## src/rtl/intra_pkg.sv

```systemverilog
// Shared parameters and FSM encoding for the 4x4 intra reconstruction block.
package intra_pkg;

  localparam int unsigned SAMPLE_W = 8;
  localparam int unsigned RESID_W  = 9;
  localparam int unsigned BLK_DIM  = 4;
  localparam int unsigned NUM_SMP  = BLK_DIM * BLK_DIM;
  localparam int unsigned SUM_W    = RESID_W + 1;
  localparam int unsigned ROW_W    = SAMPLE_W * BLK_DIM;
  localparam int unsigned BLK_W    = SAMPLE_W * NUM_SMP;
  localparam int unsigned RBLK_W   = RESID_W * NUM_SMP;

  localparam logic [1:0] ST_IDLE = 2'd0;
  localparam logic [1:0] ST_CALC = 2'd1;
  localparam logic [1:0] ST_EMIT = 2'd2;

  // Pick row i (4 samples, col0 in the low byte) out of a raster-packed block.
  function automatic logic [ROW_W-1:0] row_sel(input logic [BLK_W-1:0] blk, input logic [1:0] i);
    return blk[{i, 5'd0} +: ROW_W];
  endfunction

endpackage

```

## src/rtl/recon_clip.sv

```systemverilog
// One-sample reconstruction: unsigned 8-bit pred plus signed 9-bit residual,
// clipped to 0..255.
//   pred   : predicted sample
//   resid  : two's complement residual (-256..255)
//   sample : reconstructed, clipped sample
module recon_clip import intra_pkg::*; (
  input  logic [SAMPLE_W-1:0] pred,
  input  logic [RESID_W-1:0]  resid,
  output logic [SAMPLE_W-1:0] sample
);

  logic signed [SUM_W-1:0] sum_c;

  // Sum range is -256..510, so 10 signed bits never overflow.
  always_comb begin
    sum_c = $signed({{(SUM_W-SAMPLE_W){1'b0}}, pred}) + $signed({resid[RESID_W-1], resid});
    if (sum_c[SUM_W-1]) begin
      sample = '0;
    end else if (sum_c[SAMPLE_W]) begin
      sample = '1;
    end else begin
      sample = sum_c[SAMPLE_W-1:0];
    end
  end

endmodule

```

## src/rtl/intra4x4_recon.sv

```systemverilog
// 4x4 intra block reconstruction: accepts a prediction+residual block, emits
// four clipped rows over a valid/ready handshake, then publishes the block's
// bottom row, right column and corner sample as neighbours for the next block.
//   clk, reset          : clock, synchronous active-low reset
//   in_valid/in_ready   : block input handshake (pred, resid)
//   out_valid/out_ready : row output handshake (out_row, out_row_idx, out_last)
//   nb_valid            : one-cycle pulse when nb_bottom/nb_right/nb_corner update
module intra4x4_recon import intra_pkg::*; (
  input  logic               clk,
  input  logic               reset,
  input  logic               in_valid,
  output logic               in_ready,
  input  logic [BLK_W-1:0]   pred,
  input  logic [RBLK_W-1:0]  resid,
  output logic               out_valid,
  input  logic               out_ready,
  output logic [ROW_W-1:0]   out_row,
  output logic [1:0]         out_row_idx,
  output logic               out_last,
  output logic               nb_valid,
  output logic [ROW_W-1:0]   nb_bottom,
  output logic [ROW_W-1:0]   nb_right,
  output logic [SAMPLE_W-1:0] nb_corner
);

  logic [1:0]          state_q, state_d;
  logic [1:0]          cnt_q, cnt_d;
  logic [BLK_W-1:0]    pred_q, pred_d;
  logic [RBLK_W-1:0]   resid_q, resid_d;
  logic [BLK_W-1:0]    recon_q, recon_d;
  logic [BLK_W-1:0]    clip_c;
  logic                out_valid_q, out_valid_d;
  logic [ROW_W-1:0]    out_row_q, out_row_d;
  logic [1:0]          out_row_idx_q, out_row_idx_d;
  logic                out_last_q, out_last_d;
  logic                nb_valid_q, nb_valid_d;
  logic [ROW_W-1:0]    nb_bottom_q, nb_bottom_d;
  logic [ROW_W-1:0]    nb_right_q, nb_right_d;
  logic [SAMPLE_W-1:0] nb_corner_q, nb_corner_d;
  logic [1:0]          cnt_nx;

  // Sixteen add-and-clip lanes operating on the captured block operands.
  for (genvar k = 0; k < NUM_SMP; k++) begin : g_lane
    recon_clip u_clip (
      .pred   (pred_q[k*SAMPLE_W +: SAMPLE_W]),
      .resid  (resid_q[k*RESID_W +: RESID_W]),
      .sample (clip_c[k*SAMPLE_W +: SAMPLE_W])
    );
  end

  // Next-state and output logic.
  always_comb begin
    state_d       = state_q;
    cnt_d         = cnt_q;
    pred_d        = pred_q;
    resid_d       = resid_q;
    recon_d       = recon_q;
    out_valid_d   = out_valid_q;
    out_row_d     = out_row_q;
    out_row_idx_d = out_row_idx_q;
    out_last_d    = out_last_q;
    nb_valid_d    = 1'b0;
    nb_bottom_d   = nb_bottom_q;
    nb_right_d    = nb_right_q;
    nb_corner_d   = nb_corner_q;
    cnt_nx        = cnt_q + 2'd1;
    case (state_q)
      ST_IDLE: begin
        if (in_valid) begin
          pred_d  = pred;
          resid_d = resid;
          state_d = ST_CALC;
        end
      end
      ST_CALC: begin
        recon_d       = clip_c;
        cnt_d         = 2'd0;
        out_valid_d   = 1'b1;
        out_row_d     = row_sel(clip_c, 2'd0);
        out_row_idx_d = 2'd0;
        out_last_d    = 1'b0;
        state_d       = ST_EMIT;
      end
      ST_EMIT: begin
        if (out_ready) begin
          if (cnt_q == 2'd3) begin
            out_valid_d = 1'b0;
            out_last_d  = 1'b0;
            nb_valid_d  = 1'b1;
            nb_bottom_d = row_sel(recon_q, 2'd3);
            // Column 3 = samples 3, 7, 11, 15; row0 lands in the low byte.
            nb_right_d  = {recon_q[127:120], recon_q[95:88], recon_q[63:56], recon_q[31:24]};
            nb_corner_d = recon_q[127:120];
            state_d     = ST_IDLE;
          end else begin
            cnt_d         = cnt_nx;
            out_row_d     = row_sel(recon_q, cnt_nx);
            out_row_idx_d = cnt_nx;
            out_last_d    = (cnt_nx == 2'd3);
          end
        end
      end
      default: state_d = ST_IDLE;
    endcase
  end

  // State register with synchronous active-low reset.
  always_ff @(posedge clk) begin
    if (!reset) begin
      state_q       <= ST_IDLE;
      cnt_q         <= 2'd0;
      pred_q        <= '0;
      resid_q       <= '0;
      recon_q       <= '0;
      out_valid_q   <= 1'b0;
      out_row_q     <= '0;
      out_row_idx_q <= 2'd0;
      out_last_q    <= 1'b0;
      nb_valid_q    <= 1'b0;
      nb_bottom_q   <= '0;
      nb_right_q    <= '0;
      nb_corner_q   <= '0;
    end else begin
      state_q       <= state_d;
      cnt_q         <= cnt_d;
      pred_q        <= pred_d;
      resid_q       <= resid_d;
      recon_q       <= recon_d;
      out_valid_q   <= out_valid_d;
      out_row_q     <= out_row_d;
      out_row_idx_q <= out_row_idx_d;
      out_last_q    <= out_last_d;
      nb_valid_q    <= nb_valid_d;
      nb_bottom_q   <= nb_bottom_d;
      nb_right_q    <= nb_right_d;
      nb_corner_q   <= nb_corner_d;
    end
  end

  // Ready must drop combinationally while reset is held low.
  assign in_ready    = (state_q == ST_IDLE) && reset;
  assign out_valid   = out_valid_q;
  assign out_row     = out_row_q;
  assign out_row_idx = out_row_idx_q;
  assign out_last    = out_last_q;
  assign nb_valid    = nb_valid_q;
  assign nb_bottom   = nb_bottom_q;
  assign nb_right    = nb_right_q;
  assign nb_corner   = nb_corner_q;

endmodule

```

## config.mk

```make
export PLATFORM = sky130hd
export DESIGN_NAME = intra4x4_recon
export DESIGN_NICKNAME = d
export VERILOG_FILES = /design/src/rtl/intra_pkg.sv /design/src/rtl/recon_clip.sv /design/src/rtl/intra4x4_recon.sv
export SDC_FILE = /design/constraint.sdc
export NUM_CORES = 1
export LEC_CHECK = 0
export CORE_UTILIZATION = 39
export DETAILED_ROUTE_END_ITERATION = 7
export GPL_ROUTABILITY_DRIVEN = 0
export SYNTH_ARGS = -nofsm -noshare
export SYNTH_HDL_FRONTEND = slang
export SYNTH_SLANG_ARGS = --single-unit
```

## constraint.sdc

```tcl
create_clock -name clk -period 3 [get_ports clk]
set_clock_uncertainty 0.2 [all_clocks]
set_input_delay 0.6 -clock clk [delete_from_list [all_inputs] [get_ports clk]]
set_output_delay 0.6 -clock clk [all_outputs]
set_load 0.05 [all_outputs]
```

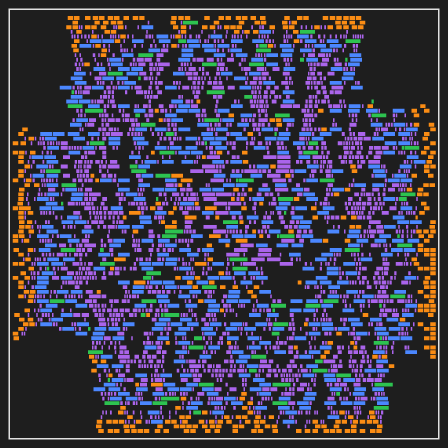
**Above:** run 1 (placement by cell class).
[blue] sequential cells | cells: 495 | share of their area: 33%
[green] clock drivers and dummy loads | cells: 99 | share of their area: 6.3%
[purple] combinational and other logic | cells: 2271 | share of their area: 45%
[orange] remaining buffers and delay cells | cells: 431 | share of their area: 15%

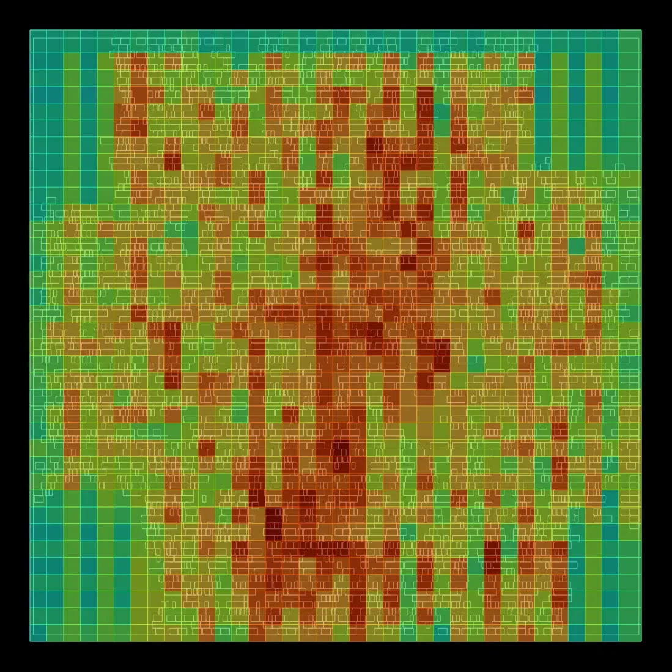
**Above:** run 1 (congestion heat map).
Global Route met2 Usage: 0.404
GRT Resource Usage Total: 0.243
GRT met1 Usage: 0.309
routed length per instance: 19.4 um
Util after Layout: 0.503

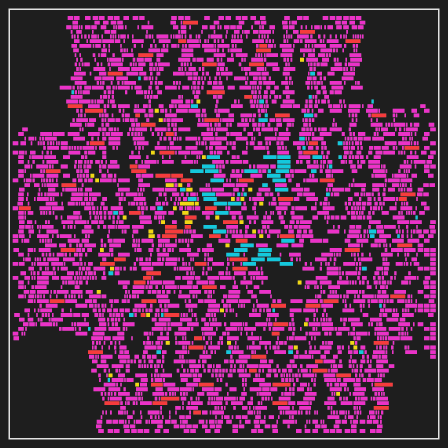
**Above:** run 1 (sizing map).
[red] _6 and larger | cells: 90 | share: 2.7% | most used: clkbuf_16
[yellow] _3 and _4 cells | cells: 44 | share: 1.3% | most used: buf_4
[magenta] _0 and _1 cells | cells: 3089 | share: 94% | most used: nand2_1
[cyan] _2 cells | cells: 73 | share: 2.2% | most used: mux4_2
bufs w/o clock: 431
Area Overhead vs Synth: 26.6%

==> impl_metrics.py, run 1 <==
# Physical implementation metrics
metrics = {
    "clock_tree": {
        "cts_tree": "built",
        "h-tree-depth": 2,
        "clkLatencyLatePin_ns": 0.61,
        "clkTransAtPathRegs_ns": 0.06,
        "cts.sinks": 495,
        "cts-buffers-inserted": 54,
        "cts_buffer_depth": 3,
        "cts_root_buf": "clkbuf_16",
    },
    "worst_setup_path": {
        "required_ns": 2.20,
        "r2r_start": "resid_q[27]$_SDFFE_PN0P_",
        "worstPathCellList": "buf_4 > dlygate4sd2_1",
        "worstReg2RegEnd": "recon_q[27]$_SDFFE_PN0P_",
        "worst_ep_arrival_time_ns": 2.07,
        "crit_start": "out_row_idx[0]$_SDFFE_PN0P_",
        "path_class": "reg -> out",
        "cp-end-kind": "output pin",
        "critPathBufInv": 2,
        "slowest_delay_ns": 0.70,
        "crit_family": "buffers and inverters",
        "rrSetupSlack_ns": 0.41,
        "cp_slowest_cell": "dlygate4sd2_1",
        "path_max_fanout": 36,
        "setup.worst_path.start_class": "register",
        "r2r_cells": 8,
    },
    "cells_and_area": {
        "ff_latch_area_um2": 9910,
        "n_fill_cell": 5743,
        "finalNonFillerCells": 4078,
        "fin_area_um2": 30600,
        "layout-drive-gt1-share": 0.0628,
        "comb_area_um2": 13300,
        "n_antenna_cell": 0,
        "nets": 3675,
    },
    "global_route": {
        "grt_pass1_vias": 21450,
        "antenna_found_initial": 3,
        "grt_pass1_wl_um": 121000,
        "grt_overflow": 0,
        "grt_max_degree": 166,
    },
    "routing": {
        "first_pass_iters": 5,
        "viasPerCell": 5.51,
        "vias": 22477,
        "drt-initial-drc-count": 1403,
        "drtAntennaViolNets": 0,
        "drc": 0,
        "wirelength_um": 79100,
    },
    "sta": {
        "period_minus_slack_ns": 2.87,
        "fin_crit_sh": 0.955,
        "hold_viol": 0,
        "tns_ns": 0,
        "whs_ns": 0.243,
        "rsz0062_at_grt": "no",
        "setup_viol": 0,
        "drv_slew": 0,
        "tightest_slew_ns": 0.878,
        "fmax_mhz": 349,
        "slew-limit-headroom": 0.415,
    },
    "floorplanning": {
        "die_area_um2": 62900,
        "io_pins": 386,
        "fp-utilization": 0.397,
        "core-area_um2": 60800,
        "row_count": 90,
        "fp.dieH_um": 251,
        "die-width_um": 251,
    },
    "synth": {
        "avgSynthCellArea_um2": 8.17,
        "synth.distinct_cells": 61,
        "ys.warnings.count": 0,
        "ys_seq_frac": 0.410,
        "ys.flop_type": "dfxtp_1",
        "ys_cells": 2954,
        "largest_area_cell": "dfxtp_1",
        "fp_nets": 3376,
        "topCellsByArea": "dfxtp_1 41%, nand2_1 12%, a21oi_1 11%",
        "syn_area_um2": 24100,
        "ys.flops": 495,
        "top_area_frac": 0.410,
        "synthCells": 2954,
        "edf_count": 0,
        "ys_area_um2": 24100,
        "synthArstFlopShare": 0,
    },
    "placement": {
        "dp.cells": 3979,
        "portBuffers": 385,
        "hpwl_um": 59600,
        "dpl-instance-area_um2": 28700,
    },
    "power_and_ir_drop": {
        "powerDensity_nw_per_um2": 555,
        "p_leak_nw": 11.7,
        "peakVddDrop_mv": 0.458,
    },
    "flow_run": {
        "warnings": 36,
        "maxCapViolCount": 0,
    },
    "status": {
        "outcome": "complete, no violations",
    },
    "hold_path": {
        "min_delay_path_depth": 2,
        "hold_start": "recon_q[5]$_SDFFE_PN0P_",
        "holdPathEnd": "recon_q[5]$_SDFFE_PN0P_",
        "hp-class": "reg -> reg",
    },
}
## run 1: layout make-up
type / count / share of cell area
clock buffer: 77 / 0.0509
clock inverter: 22 / 0.0102
inverter: 30 / 0.00393
multi-input combinational: 2241 / 0.436
sequential: 495 / 0.324
tap: 782 / 0.0320
timing repair buffer: 431 / 0.142
## run 1: flip-flops by register name, indices dropped and copies added, names as in the netlist
register     flops
nb_valid         1
out_last         1
nb_bottom       32
out_row_idx      2
resid_q        144
state_q          2
recon_q        128
out_valid        1
out_row         32
pred_q         128
nb_right        24
## run 1: power by group
part           total (mW)  switching (mW)  internal, mW  leakage, nW
clock                7.01            2.80          4.21        0.915
sequential           7.23           0.306          6.93         4.04
combinational        2.73            1.56          1.17         6.74
total                17.0            4.66          12.3         11.7
## run 1: how the worst max path moves through the flow
stage / to / slack (ns) / cells past startpoint
detailed placement: recon_q[19]$_SDFFE_PN0P_ / 0.41 / 8
finish: out_row_idx[0] / 0.13 / 2
global placement: recon_q[114]$_SDFFE_PN0P_ / 0.41 / 6
floorplan: out_row[18]$_SDFFE_PN0P_ / -0.007 / 11
global route: out_row_idx[0] / 0.05 / 2
CTS: out_row_idx[0] / 0.11 / 2
## run 1: Yosys cell counts (13+ instances only)
cell type	instances
a211o_1	16
a211oi_1	57
a21o_1	25
a21oi_1	546
a22oi_1	16
a311oi_1	16
a31oi_1	17
and2_1	13
buf_2	34
buf_4	21
clkbuf_1	120
dfxtp_1	495
fa_1	16
ha_1	130
inv_1	30
mux4_2	31
nand2_1	751
nand3_1	34
nor2_1	91
nor2b_1	26
nor3_1	56
o21a_1	20
o21ai_0	97
o21bai_1	18
o22ai_1	15
or3_1	15
xnor2_1	71
xor2_1	22
## run 1: cell usage in the layout (no fill, tap or decap), drive strengths merged, types with 58 or more instances in the layout
cell type	instances
a211oi	58
dfxtp	495
nor2	95
clkbuf	77
ha	130
xnor2	74
clkdlybuf4s50	382
o21ai	101
nand2	754
a21oi	546
## run 1: timing repair
action | 4_1_cts | 5_1_grt
resized | 1 | 0
buffers inserted | 0 | 0
endpoints found under the setup margin | 1 | 0
hold buffers | 0 | 0
## run 1: routing by layer
metal,vias to the layer above,track usage,wire (um)
met5,-,0,46
met4,6,0.106,3540
met3,154,0.0411,5310
met2,726,0.404,36900
met1,10638,0.309,33300
li1,10953,-,-
## run 1: per-stage QoR
stage	utilization	total power, mW	worst slack [ns]
2_1_floorplan	-	8.95	-0.00683
3_3_place_gp	0.472	10.0	0.411
3_5_place_dp	0.472	10.1	0.409
4_1_cts	0.503	17.1	0.106
5_1_grt	0.503	17.6	0.0514
6_report	0.503	17.0	0.135
## run 1: logic make-up (layout without fill, tap and decap cells)
group | Yosys count | count (layout) | share of synthesized area
buffers and inverters | 218 | 560 | 0.0393
flip-flops | 495 | 495 | 0.410
AND-OR/OR-AND | 934 | 934 | 0.228
XOR/XNOR | 96 | 96 | 0.0358
adder cells (fa/ha/maj) | 146 | 146 | 0.0806
AND/OR/NAND/NOR | 1030 | 1030 | 0.175
multiplexers | 35 | 35 | 0.0312
==> inputs of run 2 (changes only) <==
- clock period: 3 -> 2.46 ns (I/O delays scaled with it)
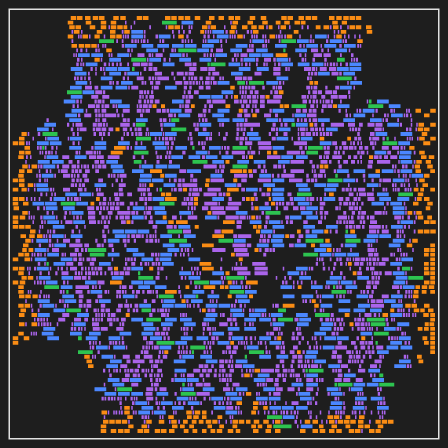
**Above:** run 2 (placement by cell class).
[blue] sequential cells | cells: 495 | share of their area: 33%
[orange] remaining buffers and delay cells | cells: 463 | share of their area: 15%
[green] clock drivers and dummy loads | cells: 93 | share of their area: 6.0%
[purple] combinational and other logic | cells: 2271 | share of their area: 46%
Core Area: 60800 um2
Util after Layout: 0.508
post-route cell area: 30900 um2
flip-flop and latch share of the layout cell area: 0.321
Rows: 90

==> impl_metrics.py, run 2 <==
# Physical implementation metrics
metrics = {
    "hold_path": {
        "hold_start": "pred[116]",
        "hp-class": "in -> reg",
    },
    "floorplanning": {
        "io_pins": 386,
        "die_area_um2": 62900,
        "die-width_um": 251,
        "fp.dieH_um": 251,
        "fp-utilization": 0.397,
    },
    "cells_and_area": {
        "finalNonFillerCells": 4104,
        "comb_area_um2": 13500,
        "layout_top_cell": "nand2_1",
        "syn_to_final_growth_pct": 27.8,
        "largest_reg_flops": 144,
        "nets": 3704,
        "ff_latch_area_um2": 9920,
        "largestRegisters": "resid_q (144), pred_q (128), recon_q (128)",
        "top_register": "resid_q",
        "layout-drive-gt1-share": 0.0921,
        "n_antenna_cell": 0,
        "most-common-layout-cells": "750 x nand2_1, 535 x a21oi_1, 492 x dfxtp_1",
        "n_fill_cell": 5746,
    },
    "sta": {
        "period_minus_slack_ns": 2.43,
        "slew-limit-headroom": 0.325,
        "fin_crit_sh": 0.986,
        "tns_ns": 0,
        "tightest_slew_ns": 1.01,
        "setup_viol": 0,
        "drv_slew": 0,
        "hold_viol": 0,
        "rsz0062_at_grt": "yes",
        "fmax_mhz": 412,
    },
    "placement": {
        "portBuffers": 385,
        "dpl-instance-area_um2": 29000,
        "hpwl_um": 60800,
        "dp.cells": 4010,
    },
    "flow_run": {
        "warnings": 33,
        "maxCapViolCount": 0,
    },
    "synth": {
        "topCellsByArea": "dfxtp_1 41%, nand2_1 12%, a21oi_1 11%",
        "fp_nets": 3376,
        "synthCells": 2954,
        "synthArstFlopShare": 0,
        "synth.distinct_cells": 61,
        "ys.flop_type": "dfxtp_1",
        "common_cells": "751 x nand2_1, 546 x a21oi_1, 495 x dfxtp_1",
        "ys.warnings.count": 0,
        "top_area_frac": 0.410,
        "ys_cells": 2954,
        "ys.flops": 495,
        "ys_seq_frac": 0.410,
        "edf_count": 0,
        "ys_area_um2": 24100,
        "largest_area_cell": "dfxtp_1",
        "avgSynthCellArea_um2": 8.17,
        "syn_area_um2": 24100,
        "synthMostInstantiatedCell": "nand2_1",
    },
    "clock_tree": {
        "cts_buffer_depth": 3,
        "h-tree-depth": 2,
        "cts_tree": "built",
        "hold_buffers": 0,
        "clkLatencyLatePin_ns": 0.62,
        "cts-buffers-inserted": 51,
        "cts_root_buf": "clkbuf_16",
        "clkTransAtPathRegs_ns": 0.06,
        "cts.sinks": 495,
    },
    "worst_setup_path": {
        "crit_start": "resid_q[0]$_SDFFE_PN0P_",
        "worst_ep_arrival_time_ns": 2.72,
        "r2r_start": "resid_q[0]$_SDFFE_PN0P_",
        "cp-end-kind": "register",
        "path_class": "reg -> reg",
        "path_max_fanout": 7,
        "setup.worst_path.start_class": "register",
        "required_ns": 2.75,
    },
    "power_and_ir_drop": {
        "pwr-share-comb": 0.165,
        "pwr-share-clk": 0.405,
        "powerDensity_nw_per_um2": 666,
        "internal_power_mw": 14.8,
        "p_sw_mw": 5.74,
        "peakVddDrop_mv": 0.537,
        "p_leak_nw": 12.3,
        "p_seq_frac": 0.430,
        "p_sw_frac": 0.279,
    },
    "status": {
        "outcome": "complete, no violations",
    },
    "global_route": {
        "grt_pass1_vias": 21900,
        "grt_max_degree": 151,
        "grt_overflow": 0,
        "grt_pass1_wl_um": 122000,
        "grt_usage": 0.246,
        "antenna_found_initial": 3,
    },
    "routing": {
        "drc": 0,
        "drt-initial-drc-count": 1567,
        "first_pass_iters": 5,
        "avgRoutedWirePerCell_um": 19.5,
        "viasPerCell": 5.50,
        "vias": 22584,
        "wirelength_um": 80000,
        "drtAntennaViolNets": 0,
    },
}
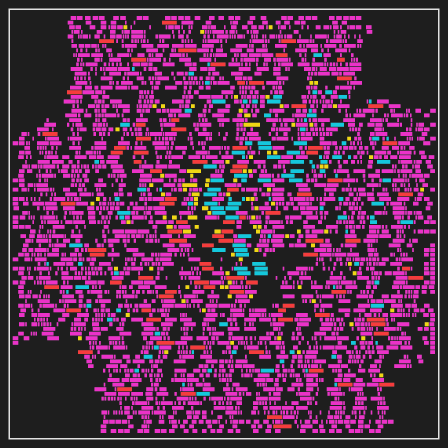
**Above:** run 2 (sizing map).
[cyan] _2 cells | cells: 120 | share: 3.6% | most used: mux4_2
[yellow] _3 and _4 cells | cells: 97 | share: 2.9% | most used: buf_4
[red] _6 and larger | cells: 89 | share: 2.7% | most used: clkbuf_16
[magenta] _0 and _1 cells | cells: 3016 | share: 91% | most used: nand2_1

[run 2: cell counts after synthesis]
Identical to the previous run, type by type.
[run 2: power by group through the flow]
stage	Sequential, mW	Clock [mW]	Combinational, mW
after floorplan	8.96	0	1.97
after global placement	8.99	0	3.30
after detailed placement	9.00	0	3.36
after CTS	8.83	8.47	3.36
after global routing	8.88	8.81	3.72
final	8.84	8.33	3.40
[run 2: path summary, 6_finish.rpt]
kind	to	slack, ns	cells past startpoint
hold / removal	pred_q[116]$_SDFFE_PN0P_	0.21	3
setup / recovery	recon_q[5]$_SDFFE_PN0P_	0.03	8
hold reg to reg	recon_q[12]$_SDFFE_PN0P_	0.25	2
setup reg to reg	recon_q[5]$_SDFFE_PN0P_	0.03	8
[run 2: through the flow]
step | setup WS, ns | hold slack, ns | power (mW)
after floorplan | -0.136 | 0.210 | 10.9
after global placement | 0.0159 | 0.226 | 12.3
after detailed placement | -0.0719 | 0.233 | 12.4
after CTS | 0.00544 | 0.188 | 20.7
after global routing | -0.0347 | 0.213 | 21.4
final | 0.0339 | 0.214 | 20.6
[run 2: layer usage]
layer	wire length, um	up-vias	track usage	part of all wire
met5	31	-	0	0.00039
met1	34600	10725	0.315	0.43
met3	5100	141	0.0445	0.064
li1	-	11010	-	-
met2	37500	702	0.413	0.47
met4	2790	6	0.0864	0.035
[run 2: logic make-up (layout without fill, tap and decap cells)]
kind of cell | Yosys count | in the layout | share of synthesized area
flops | 495 | 495 | 0.410
mux | 35 | 35 | 0.0312
compound gates | 934 | 934 | 0.228
xor+xnor | 96 | 96 | 0.0358
simple gates | 1030 | 1030 | 0.175
buf+inv | 218 | 586 | 0.0393
fa+ha+maj | 146 | 146 | 0.0806
[run 2: timing repair]
| item | 4_1_cts | 5_1_grt |
|---|---|---|
| resized | 90 | 48 |
| pin swaps | 0 | 8 |
| buffers inserted | 0 | 1 |
| setup endpoints to repair | 102 | 109 |
[run 2: cell type report]
class,count,area share
inverter,30,0.00397
timing repair buffer,463,0.146
sequential,495,0.321
clock buffer,64,0.0456
tap,782,0.0317
clock inverter,29,0.0126
multi-input combinational,2241,0.439
[run 2: worst max-delay path, stage by stage, from the launching register on]
cell and delay [ns]:
dfxtp_1 0.32, ha_1 0.24, fa_1 0.41, nand3_1 0.14, a21oi_1 0.08, nor2b_1 0.19, xnor2_2 0.15, o21ai_0 0.47
nand2_1 0.11
Power figures rest on the tool's default switching activity, not on a simulated workload.
